<file path="config.mk">
export PLATFORM = sky130hd
export DESIGN_NAME = fanout_bcast_tree
export DESIGN_NICKNAME = d
export VERILOG_FILES = /design/src/rtl/fanout_bcast_tree.sv
export SDC_FILE = /design/constraint.sdc
export NUM_CORES = 2
export LEC_CHECK = 0
export CAP_MARGIN = 20
export CORE_AREA = 2 2 439 441
export DETAILED_ROUTE_END_ITERATION = 16
export DIE_AREA = 0 0 441 443
export MAX_ROUTING_LAYER = met4
export PLACE_DENSITY = 0.59
export SKIP_LAST_GASP = 1
export SLEW_MARGIN = 10
export SYNTH_ARGS = -nofsm -noshare
export SYNTH_HDL_FRONTEND = slang
export SYNTH_SLANG_ARGS = --single-unit
</file>
<file path="constraint.sdc">
create_clock -name clk_i -period 3.3 [get_ports clk_i]
set_input_delay 0.33 -clock clk_i [delete_from_list [all_inputs] [get_ports clk_i]]
set_output_delay 0.33 -clock clk_i [all_outputs]
set_load 0.03 [all_outputs]
</file>
<file path="src/rtl/fanout_bcast_tree.sv">
// Pipelined broadcast tree: one DATA_W word fanned out to FANOUT**LEVELS masked copies,
// one register layer per tree level, valid/ready with per-stage backpressure.
module fanout_bcast_tree #(
    parameter int DATA_W = 16,
    parameter int FANOUT = 4,
    parameter int LEVELS = 3,
    parameter int CNT_W  = 16
) (
    input  logic                              clk_i,
    input  logic                              rst_i,
    input  logic                              flush_i,
    input  logic                              in_valid_i,
    output logic                              in_ready_o,
    input  logic [DATA_W-1:0]                 in_data_i,
    input  logic [FANOUT**LEVELS-1:0]         in_mask_i,
    output logic                              out_valid_o,
    input  logic                              out_ready_i,
    output logic [FANOUT**LEVELS*DATA_W-1:0]  out_data_o,
    output logic [CNT_W-1:0]                  out_cnt_o
);

    function automatic int pow_f(input int b, input int e);
        int r;
        r = 1;
        for (int i = 0; i < e; i++) r = r * b;
        return r;
    endfunction

    // Number of copies held in levels 0..n-1 (level 0 is the input word).
    function automatic int geo_f(input int n);
        int s;
        s = 0;
        for (int m = 0; m < n; m++) s = s + pow_f(FANOUT, m);
        return s;
    endfunction

    localparam int NUM_OUT  = pow_f(FANOUT, LEVELS);
    localparam int DQ_W     = (geo_f(LEVELS + 1) - 1) * DATA_W;
    localparam int LAST_OFF = (geo_f(LEVELS) - 1) * DATA_W;
    localparam int CHAIN_W  = geo_f(LEVELS) * DATA_W;
    localparam int MSK_N    = (LEVELS > 1) ? LEVELS - 1 : 1;

    // All stage data registers packed level after level; level k copy i sits at
    // word index geo_f(k)-1+i.
    logic [DQ_W-1:0]          data_q, data_d;
    logic [MSK_N*NUM_OUT-1:0] mask_q, mask_d;
    logic [LEVELS-1:0]        valid_q, valid_d;
    logic [CNT_W-1:0]         cnt_q, cnt_d;

    logic [LEVELS-1:0]        rdy;
    logic [LEVELS-1:0]        valid_src;
    logic [CHAIN_W-1:0]       data_chain;
    logic [LEVELS*NUM_OUT-1:0] mask_chain;
    logic                     in_fire;
    logic                     out_fire;

    // Source views: input word/mask followed by every non-final stage.
    if (LEVELS == 1) begin : g_one
        assign data_chain = in_data_i;
        assign mask_chain = in_mask_i;
    end else begin : g_multi
        assign data_chain = {data_q[LAST_OFF-1:0], in_data_i};
        assign mask_chain = {mask_q, in_mask_i};
    end

    always_comb begin
        logic blk;
        blk = ~out_ready_i;
        rdy = '0;
        for (int k = LEVELS - 1; k >= 0; k--) begin
            blk    = blk & valid_q[k];
            rdy[k] = ~blk;
        end
    end

    assign in_ready_o = rdy[0] & ~flush_i;
    assign in_fire    = in_valid_i & in_ready_o;
    assign out_fire   = valid_q[LEVELS-1] & out_ready_i;
    assign valid_src  = LEVELS'({valid_q, in_fire});

    always_comb begin
        logic [DATA_W-1:0] src;
        src     = '0;
        data_d  = data_q;
        mask_d  = mask_q;
        valid_d = valid_q;
        cnt_d   = out_fire ? cnt_q + CNT_W'(1) : cnt_q;
        if (flush_i) begin
            valid_d = '0;
        end else begin
            for (int k = 1; k <= LEVELS; k++) begin
                if (rdy[k-1]) begin
                    valid_d[k-1] = valid_src[k-1];
                    for (int i = 0; i < pow_f(FANOUT, k); i++) begin
                        src = data_chain[(geo_f(k - 1) + i / FANOUT) * DATA_W +: DATA_W];
                        if (k == LEVELS && !mask_chain[(LEVELS - 1) * NUM_OUT + i]) src = '0;
                        data_d[(geo_f(k) - 1 + i) * DATA_W +: DATA_W] = src;
                    end
                    if (k < LEVELS) mask_d[(k - 1) * NUM_OUT +: NUM_OUT] = mask_chain[(k - 1) * NUM_OUT +: NUM_OUT];
                end
            end
        end
    end

    always_ff @(posedge clk_i) begin
        if (rst_i) begin
            data_q  <= '0;
            mask_q  <= '0;
            valid_q <= '0;
            cnt_q   <= '0;
        end else begin
            data_q  <= data_d;
            mask_q  <= mask_d;
            valid_q <= valid_d;
            cnt_q   <= cnt_d;
        end
    end

    assign out_valid_o = valid_q[LEVELS-1];
    assign out_data_o  = data_q[LAST_OFF +: NUM_OUT*DATA_W];
    assign out_cnt_o   = cnt_q;

endmodule

</file>
==> images/wires.png <==
Drawn at 1 px/µm.
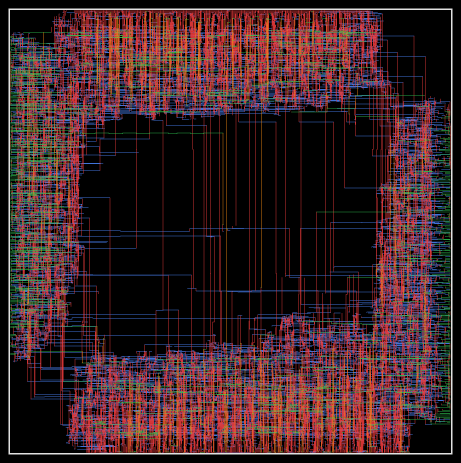
- blue: metal 1 (wire length 82.9 mm)
- red: metal 2 (wire length 102 mm)
- orange: metal 4 (wire length 12500 µm)
- green: metal 3 (wire length 17000 µm)
total wire length: 214000 µm
Avg WL per Cell: 21.6 µm
via count: 49573
total track usage: 0.213

==> images/clk_routes.png <==
Drawn at 1 px/µm.
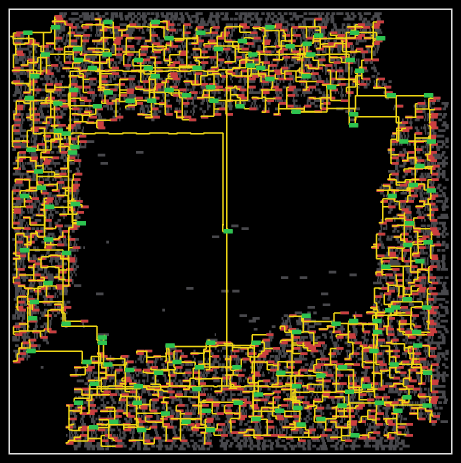
- red: flip-flops (count 1203)
- yellow: clock wires (length 16500 µm)
- green: clock drivers (count 139)
- routed clock nets: 140
clk latency late pin: 0.81 ns
clock share of power: 0.489
Power Clock: 15.7 mW
Max Clock Skew: 0.0488 ns

==> images/detail.png <==
Window x 321 to 341, y 101 to 121 µm. Cells in grey, sequential cells in the stronger grey; small squares are vias.
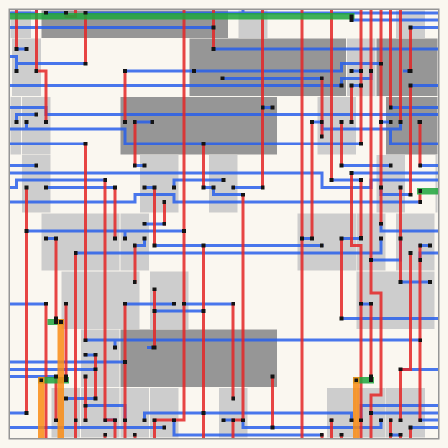
- orange: metal 4
- blue: metal 1
- red: metal 2
- green: metal 3
- cells with their middle in the window: 28
- sequential cells in the window: 3
- most frequent: nand2_1 (12), a21oi_1 (4)
- netlist names of flops here include: data_q (2), mask_q (1)

==> images/congestion.png <==
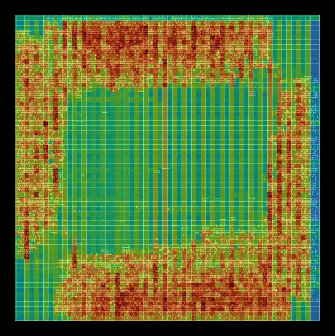
GR peak layer: met2
post-layout util: 0.342
met2 global-route usage: 0.337
met3 usage: 0.0468
met1 GRT Util: 0.247

==> metrics by stage <==
stage / utilization / worst slack [ns] / instance area, µm² / hold slack [ns] / cells
2_1_floorplan: - / 1.49 / 55500 / 0.432 / 7632
3_3_place_gp: 0.317 / 0.777 / 60700 / 0.431 / 9648
3_5_place_dp: 0.318 / 0.715 / 60700 / 0.435 / 9649
4_1_cts: 0.342 / 0.644 / 65300 / 0.00861 / 9898
5_1_grt: 0.342 / 0.671 / 65400 / 0.0519 / 9927
6_report: 0.342 / 0.839 / 65400 / 0.0575 / 9930
==> state kept, by name, summed over array words and instances (netlist names) <==
name       cells
mask_q       128
valid_q        3
data_q      1056
out_cnt_o     16
==> metal layers <==
metal | share of wire | GRT usage | vias to the layer above
met2 | 0.48 | 0.337 | 2248
met1 | 0.39 | 0.247 | 23728
met3 | 0.080 | 0.0468 | 544
met5 | 0 | - | -
li1 | - | - | 23053
met4 | 0.058 | 0.126 | 0
==> power by group through the flow <==
stage | clock network [mW] | logic [mW] | registers (mW)
after floorplan | 0 | 1.04 | 15.0
after global placement | 0 | 1.46 | 15.2
after detailed placement | 0 | 1.47 | 15.2
after CTS | 16.0 | 1.47 | 14.9
after global routing | 16.6 | 1.57 | 14.9
final | 15.7 | 1.48 | 14.9
==> layout make-up <==
class,count,area share
flip-flops and latches,1203,0.369
multi-input cells,4649,0.312
repair buffers,1270,0.199
clock buffers,208,0.0630
well taps,2526,0.0483
clock inverters,41,0.00771
diodes,32,0.00122
inverters,1,0.0000956
==> placed cells by master, fill, tap and decap left out, types with 8 or more instances in the layout <==
cell type	instances
clkinv_2	18
nor2_1	1035
xor2_1	8
clkbuf_8	32
buf_4	94
clkbuf_1	34
clkdlybuf4s50_1	1123
nand2_1	1353
dfxtp_4	16
dfxtp_1	1186
a21oi_1	1191
clkbuf_16	142
diode_2	32
buf_12	50
nor3_1	1028
==> cells by family after synthesis <==
family | Yosys count
compound gates | 1200
xor+xnor | 10
fa+ha+maj | 1
buf+inv | 1780
flops | 1203
simple gates | 3438
==> how the worst max path moves through the flow <==
| stage | to | startpoint |
|---|---|---|
| detailed placement | data_q[1181] | out_ready_i |
| CTS | out_cnt_o[14] | out_cnt_o[14] |
| global placement | data_q[682] | out_ready_i |
| finish | out_cnt_o[14] | out_cnt_o[14] |
| floorplan | out_cnt_o[15] | out_cnt_o[3] |
| global route | out_valid_o | valid_q[2] |
==> summary.txt <==
flow finished, numbers: postcts setup bufs 0, IO buf count 1126, crit-path max FO 4, most common cell in the synthesized netlist nand2_1, internal reg-to-reg setup slack 1.15 ns, sequential share of power 0.465, post-route setup TNS 0 ns, WHS Endpoint data_q[1317], Slew @ Worst Pin 1.09 ns, Power Internal 24.1 mW, iteration tally of the first detailed-router pass 6, yosys stat chip area 0.0555 mm², Cells after Synth 7632, yosys cell count 7632, # clock sinks 1203, CTS tree done, WS Path Type flop to output pin, io pins 1127, Post-synth regs 1203, Largest stage delay, worst path 0.92 ns, fp util 0.290, Antenna Nets Post-Route 0, leak pwr 22.0 nW, post-CTS sizing 0, clock-pin slew on the worst setup and hold paths 0.07 ns, area leader, netlist dfxtp_1, yosys adder share 0.000226, Reg2Reg Depth 6, max-slew violation count 0, # setup viols final 0, yosys simple share 0.257, final net count 7350, htree depth 4, cycle use final 0.746, Max Cap Viol 0, layout cells sized above 1 0.0522, Worst Path Required 2.97 ns, Worst R2R Start valid_q[2], # fillers 19871, die width 441 µm, min Tclk post-route 2.46 ns, status completed
Power and IR drop assume default switching activity.
